**The clock network**

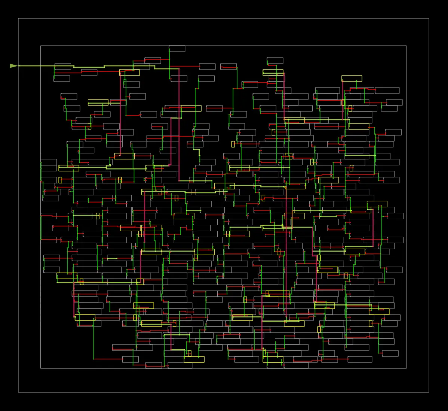
**Gate families picked out**

The bar under the picture is 50 um long.
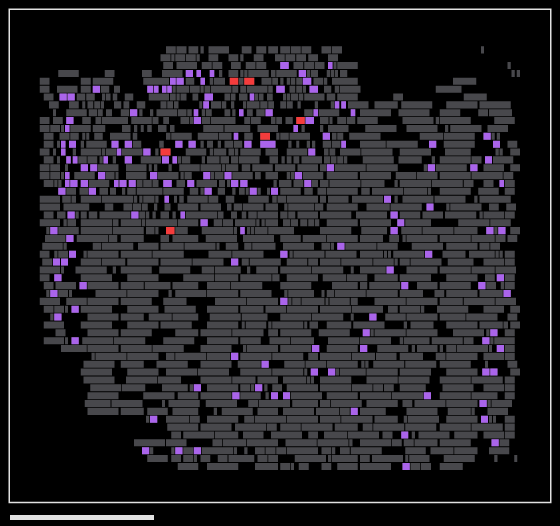
**Pin map**

Pins as bars across the die edge, other pins in grey.
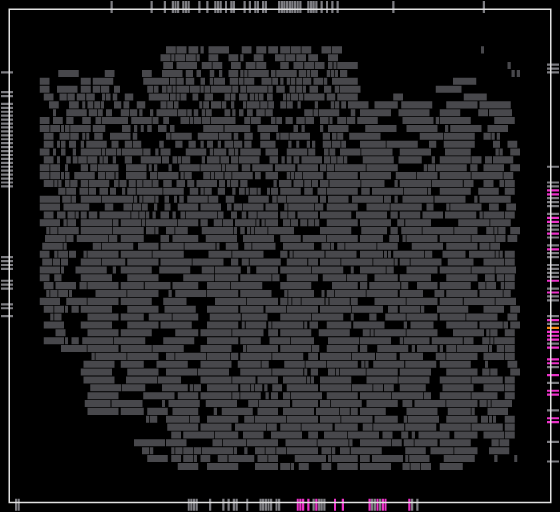
### config.mk
export PLATFORM = sky130hd
export DESIGN_NAME = if_fetch
export DESIGN_NICKNAME = d
export VERILOG_FILES = /design/src/rtl/if_fetch.sv
export SDC_FILE = /design/constraint.sdc
export NUM_CORES = 1
export LEC_CHECK = 0
export CORE_ASPECT_RATIO = 0.9
export CORE_MARGIN = 10
export CORE_UTILIZATION = 60
export CTS_CLUSTER_DIAMETER = 200
export CTS_CLUSTER_SIZE = 12
export DETAILED_ROUTE_END_ITERATION = 8
export PLACE_DENSITY = 0.84
export SYNTH_ARGS = -nofsm -noshare
export SYNTH_HDL_FRONTEND = slang
export SYNTH_SLANG_ARGS = --single-unit
### constraint.sdc
create_clock -name clk -period 5.4 [get_ports clk]
set_input_delay 0.81 -clock clk [delete_from_list [all_inputs] [get_ports clk]]
set_output_delay 0.81 -clock clk [all_outputs]
set_load 0.05 [all_outputs]
### src/rtl/if_fetch.sv
// if_fetch: instruction fetch stage with a prefetch FIFO feeding IF/ID.
// Define IF_MISALIGN_TRAP_EN to trap misaligned redirect targets instead of aligning them.
module if_fetch #(
    parameter logic [31:0] RESET_PC        = 32'h0000_0000,
    parameter int          BUF_DEPTH       = 4,
    parameter int          MAX_OUTSTANDING = 2
) (
    input  logic        clk,
    input  logic        rst,
    output logic        imem_req_o,
    output logic [31:0] imem_addr_o,
    input  logic        imem_gnt_i,
    input  logic        imem_rvalid_i,
    input  logic [31:0] imem_rdata_i,
    input  logic        stall_i,
    input  logic        br_i,
    input  logic [31:0] bt_i,
    output logic [31:0] pc_o,
    output logic [31:0] inst_o,
    output logic        valid_o,
    output logic        misalign_o
);
    localparam int PW = $clog2(BUF_DEPTH);
    localparam int CW = PW + 1;
    localparam int IW = $clog2(MAX_OUTSTANDING + 1);

    logic [31:0]   fetch_pc_q, fetch_pc_d, resp_pc_q, resp_pc_d, pc_q, pc_d, inst_q, inst_d, target;
    logic [63:0]   fifo_q [BUF_DEPTH];
    logic [63:0]   head;
    logic [PW-1:0] wr_q, wr_d, rd_q, rd_d;
    logic [CW-1:0] cnt_q, cnt_d;
    logic [IW-1:0] infl_q, infl_d, disc_q, disc_d;
    logic          valid_q, valid_d, mis_q, mis_d, mis_br, issue, push, pop, kill;

`ifdef IF_MISALIGN_TRAP_EN
    assign mis_br = br_i && bt_i[1:0] != 2'b00;
    assign target = bt_i;
`else
    assign mis_br = 1'b0;
    assign target = bt_i & 32'hFFFF_FFFC;
`endif

    // Credit rule: in-flight words always have a FIFO slot reserved.
    assign imem_req_o  = !rst && !br_i && !mis_q && int'(infl_q) < MAX_OUTSTANDING
                         && int'(cnt_q) + int'(infl_q) < BUF_DEPTH;
    assign imem_addr_o = fetch_pc_q;
    assign issue       = imem_req_o && imem_gnt_i;
    assign push        = imem_rvalid_i && disc_q == '0 && !br_i;
    assign pop         = !br_i && !stall_i && cnt_q != '0;
    assign kill        = br_i || mis_q;
    assign head        = fifo_q[rd_q];
    assign pc_o        = pc_q;
    assign inst_o      = inst_q;
    assign valid_o     = valid_q;
    assign misalign_o  = mis_q;

    always_comb begin
        fetch_pc_d = br_i ? target : issue ? fetch_pc_q + 32'd4 : fetch_pc_q;
        resp_pc_d  = br_i ? target : push ? resp_pc_q + 32'd4 : resp_pc_q;
        infl_d     = infl_q + IW'(issue) - IW'(imem_rvalid_i);
        disc_d     = br_i ? infl_q - IW'(imem_rvalid_i)
                   : (imem_rvalid_i && disc_q != '0) ? disc_q - IW'(1) : disc_q;
        wr_d       = br_i ? '0 : push ? wr_q + PW'(1) : wr_q;
        rd_d       = br_i ? '0 : pop ? rd_q + PW'(1) : rd_q;
        cnt_d      = br_i ? '0 : cnt_q + CW'(push) - CW'(pop);
        mis_d      = mis_q || mis_br;
        valid_d    = kill ? 1'b0 : stall_i ? valid_q : pop;
        pc_d       = kill ? 32'h0 : stall_i ? pc_q : pop ? head[63:32] : 32'h0;
        inst_d     = kill ? 32'h0 : stall_i ? inst_q : pop ? head[31:0] : 32'h0;
    end

    always_ff @(posedge clk) begin
        if (rst) begin
            fetch_pc_q <= RESET_PC;
            resp_pc_q  <= RESET_PC;
            infl_q     <= '0;
            disc_q     <= '0;
            wr_q       <= '0;
            rd_q       <= '0;
            cnt_q      <= '0;
            mis_q      <= 1'b0;
            valid_q    <= 1'b0;
            pc_q       <= 32'h0;
            inst_q     <= 32'h0;
        end else begin
            fetch_pc_q <= fetch_pc_d;
            resp_pc_q  <= resp_pc_d;
            infl_q     <= infl_d;
            disc_q     <= disc_d;
            wr_q       <= wr_d;
            rd_q       <= rd_d;
            cnt_q      <= cnt_d;
            mis_q      <= mis_d;
            valid_q    <= valid_d;
            pc_q       <= pc_d;
            inst_q     <= inst_d;
        end
    end

    always_ff @(posedge clk) begin
        if (push) fifo_q[wr_q] <= {resp_pc_q, imem_rdata_i};
    end
endmodule

==> run summary <==
Status -> finished, final reports clean
Clock Power Share -> 0.390
Switching share of total power -> 0.2259
Antenna fix cells -> 0
Grt met1 use -> 0.2822
Clock network power -> 0.00235 W
Site Rows -> 54
Pwr Density -> 335.1 nW/um^2
Pre-CTS setup slack -> 1912 ps
Placeable core area -> 24460 um^2
Top library cells by usage in the layout, fill and taps aside -> sky130_fd_sc_hd__edfxtp_1, sky130_fd_sc_hd__clkdlybuf4s50_1, sky130_fd_sc_hd__dfxtp_1
Initial cell density of the core -> 0.6149
Layout inverter count without the clock tree -> 31
Mean post-synth cell area -> 14.79 um^2
VDD IR-drop max -> 0.2252 mV
Simple share -> 0.08361
Final Core Density -> 0.7359
HP Class -> register to register
Total wire length -> 34.71 mm
Tot Pwr -> 0.006031 W
Met2 routed wirelength -> 17.38 mm
Final std cell area, no fill -> 18000 um^2
Cell class contributing the biggest share of worst-path delay -> buffers and inverters
Vias per cell -> 6.033
Area enclosed by the die boundary -> 31810 um^2
Fraction of layout cells with a size suffix above 1 -> 0.1132
Worst-Margin Slew -> 933.7 ps
Fmax -> 290.3 MHz
Die span in x -> 186.9 um
Type of the worst setup path -> primary input to output pin
Sequential cell area fraction in the yosys report -> 0.6762
Critical path origin -> br_i
Worst min-delay path startpoint -> wr_q[1]
Standard cell area after detailed placement -> 16930 um^2
Final GP Congestion -> 0.8864
Vias -> 9272
CTS clk-pin slew, worst paths -> 60 ps
Final number of hold-violating endpoints -> 0
GRT busiest layer -> met2
Slew Viols, Final -> 0
Number of warnings printed during yosys synthesis -> 0
TritonCTS clock tree -> done
Tap cells -> 336
Post-synthesis sequential element count -> 384
Count of TritonRoute iterations in the first routing pass -> 5
Plain + repair buffers -> 174
Main combinational cell family by area after synthesis -> multiplexers
Biggest register -> fifo_q
Cell leakage power -> 5.773 nW
DP Wirelength -> 21.46 mm
Met2 track demand over resource -> 0.3605
Largest incremental delay on the critical path -> 750 ps
Global router's overall resource usage -> 0.2154
YS chip area -> 15040 um^2
Tmin final -> 3444 ps
Final worst clock skew -> 20.31 ps
Initial antenna violation count -> 0
Via count of the first global-routing pass -> 9359
DR WL/cell -> 22.58 um
Net switching power -> 0.001363 W
DRT met1 WL -> 14.06 mm
Area of the multi-input gates -> 4491 um^2
Startpoint Class -> primary input
Worst EP required -> 4590 ps
Cell with the most instances after synthesis -> sky130_fd_sc_hd__edfxtp_1
Library cell used as clock root buffer -> sky130_fd_sc_hd__clkbuf_16
Number of gates given a new drive strength after cts -> 0
Power in combinational cells -> 0.000397 W
Combinational fraction of design power -> 0.066
Asr flop ratio synth -> 0
Hold buffers post-CTS -> 0
Normalized max-slew margin -> 0.3775
Top cell area share -> 0.4952
Area-dominant class -> registers
Final net count -> 1257
Level count of the clock H-tree -> 2
Critical path peak fanout -> 12
Crit path max-delay cell type -> sky130_fd_sc_hd__clkdlybuf4s50_1
Hold endpoint -> wr_q[1]
DRT iter0 DRCs -> 905
Count of warning messages emitted by the tools -> 31
Non-Clock Buffer Area Fraction -> 0.09593
Synthesized instance count -> 1017
Count of library flops with an enable pin -> 248
P&R area growth vs syn -> 19.68%
Met3 Track Usage GR -> 0.04536
Placed insts -> 1470
Startpoint of the lowest-slack register-to-register path -> infl_q[1]
Cell taking the most area after synthesis -> sky130_fd_sc_hd__edfxtp_1
Number of cells traversed by the worst hold path -> 2
FF-to-FF path depth -> 10
Seq area share -> 0.5653
Sum of buffers and inverters on the critical path -> 2
Data arrival time at the worst-slack endpoint -> 2630 ps
Post-detailed-route DRC marker count -> 0
Count of max-cap constraint violations -> 0
Max Root-Sink Buffers -> 3
Reg2Reg Capture Point -> infl_q[1]
Sequential power -> 0.00328 W
Global-route wire length before repair -> 54.45 mm
Grt total ovfl -> 0
Xor/xnor share -> 0.03203
CP Capture Point -> imem_req_o
Leading post-synthesis cells by instance count -> sky130_fd_sc_hd__edfxtp_1, sky130_fd_sc_hd__dfxtp_1, sky130_fd_sc_hd__nor2_1, sky130_fd_sc_hd__a22oi_1, sky130_fd_sc_hd__mux4_2
Remaining antenna violation count -> 0
Post-Route Hold Slack -> 511.7 ps
Number of stages on the worst setup path -> 4
Cell internal pwr -> 0.004668 W
Sequence of cells on the critical path -> clkdlybuf4s50_1, or2_2, nor3_1, buf_4
Sum Neg Setup Slack -> 0 ps
Post-CTS setup buffer count -> 0
Post-synthesis share of cell area spent on and-or and or-and gates -> 0.07463
Setup WS post-layout -> 1956 ps
FF-to-FF setup slack -> 2730 ps
Element type at the critical path end -> output pin
Met3 WL post-DR -> 2.705 mm
Multi-input combinational gate total -> 545
Post-synth design cell area -> 15040 um^2
Number of failing setup endpoints in the final timing report -> 0
## Picture notes: 'the clock network'
count of sequential standard cells: 384
clock buffer count from CTS: 37
latest clock arrival within the worst-skew pair: 530 ps
CLK BUF: 64

## Picture notes: 'gate families picked out'
Key: AND-OR and OR-AND gates = red [cells 6, where top centre]; inverting AOI/OAI gates = purple [cells 151, most used a22oi_1, where widely spread]
multi-input gate share of total cell area: 0.2495
post-route non-filler standard cell count: 1537
leading cell type in the layout, fill and taps excluded: sky130_fd_sc_hd__edfxtp_1

## Picture notes: 'pin map'
Key: stall_i = orange [pins 1, direction input, edge right]; inst_o = magenta [pins 32, direction output, edge 20 right, 12 bottom]
Die H: 170.2 um
count of buffers from port buffering: 161

No activity file was given, so power comes from the tool's default toggle rates.
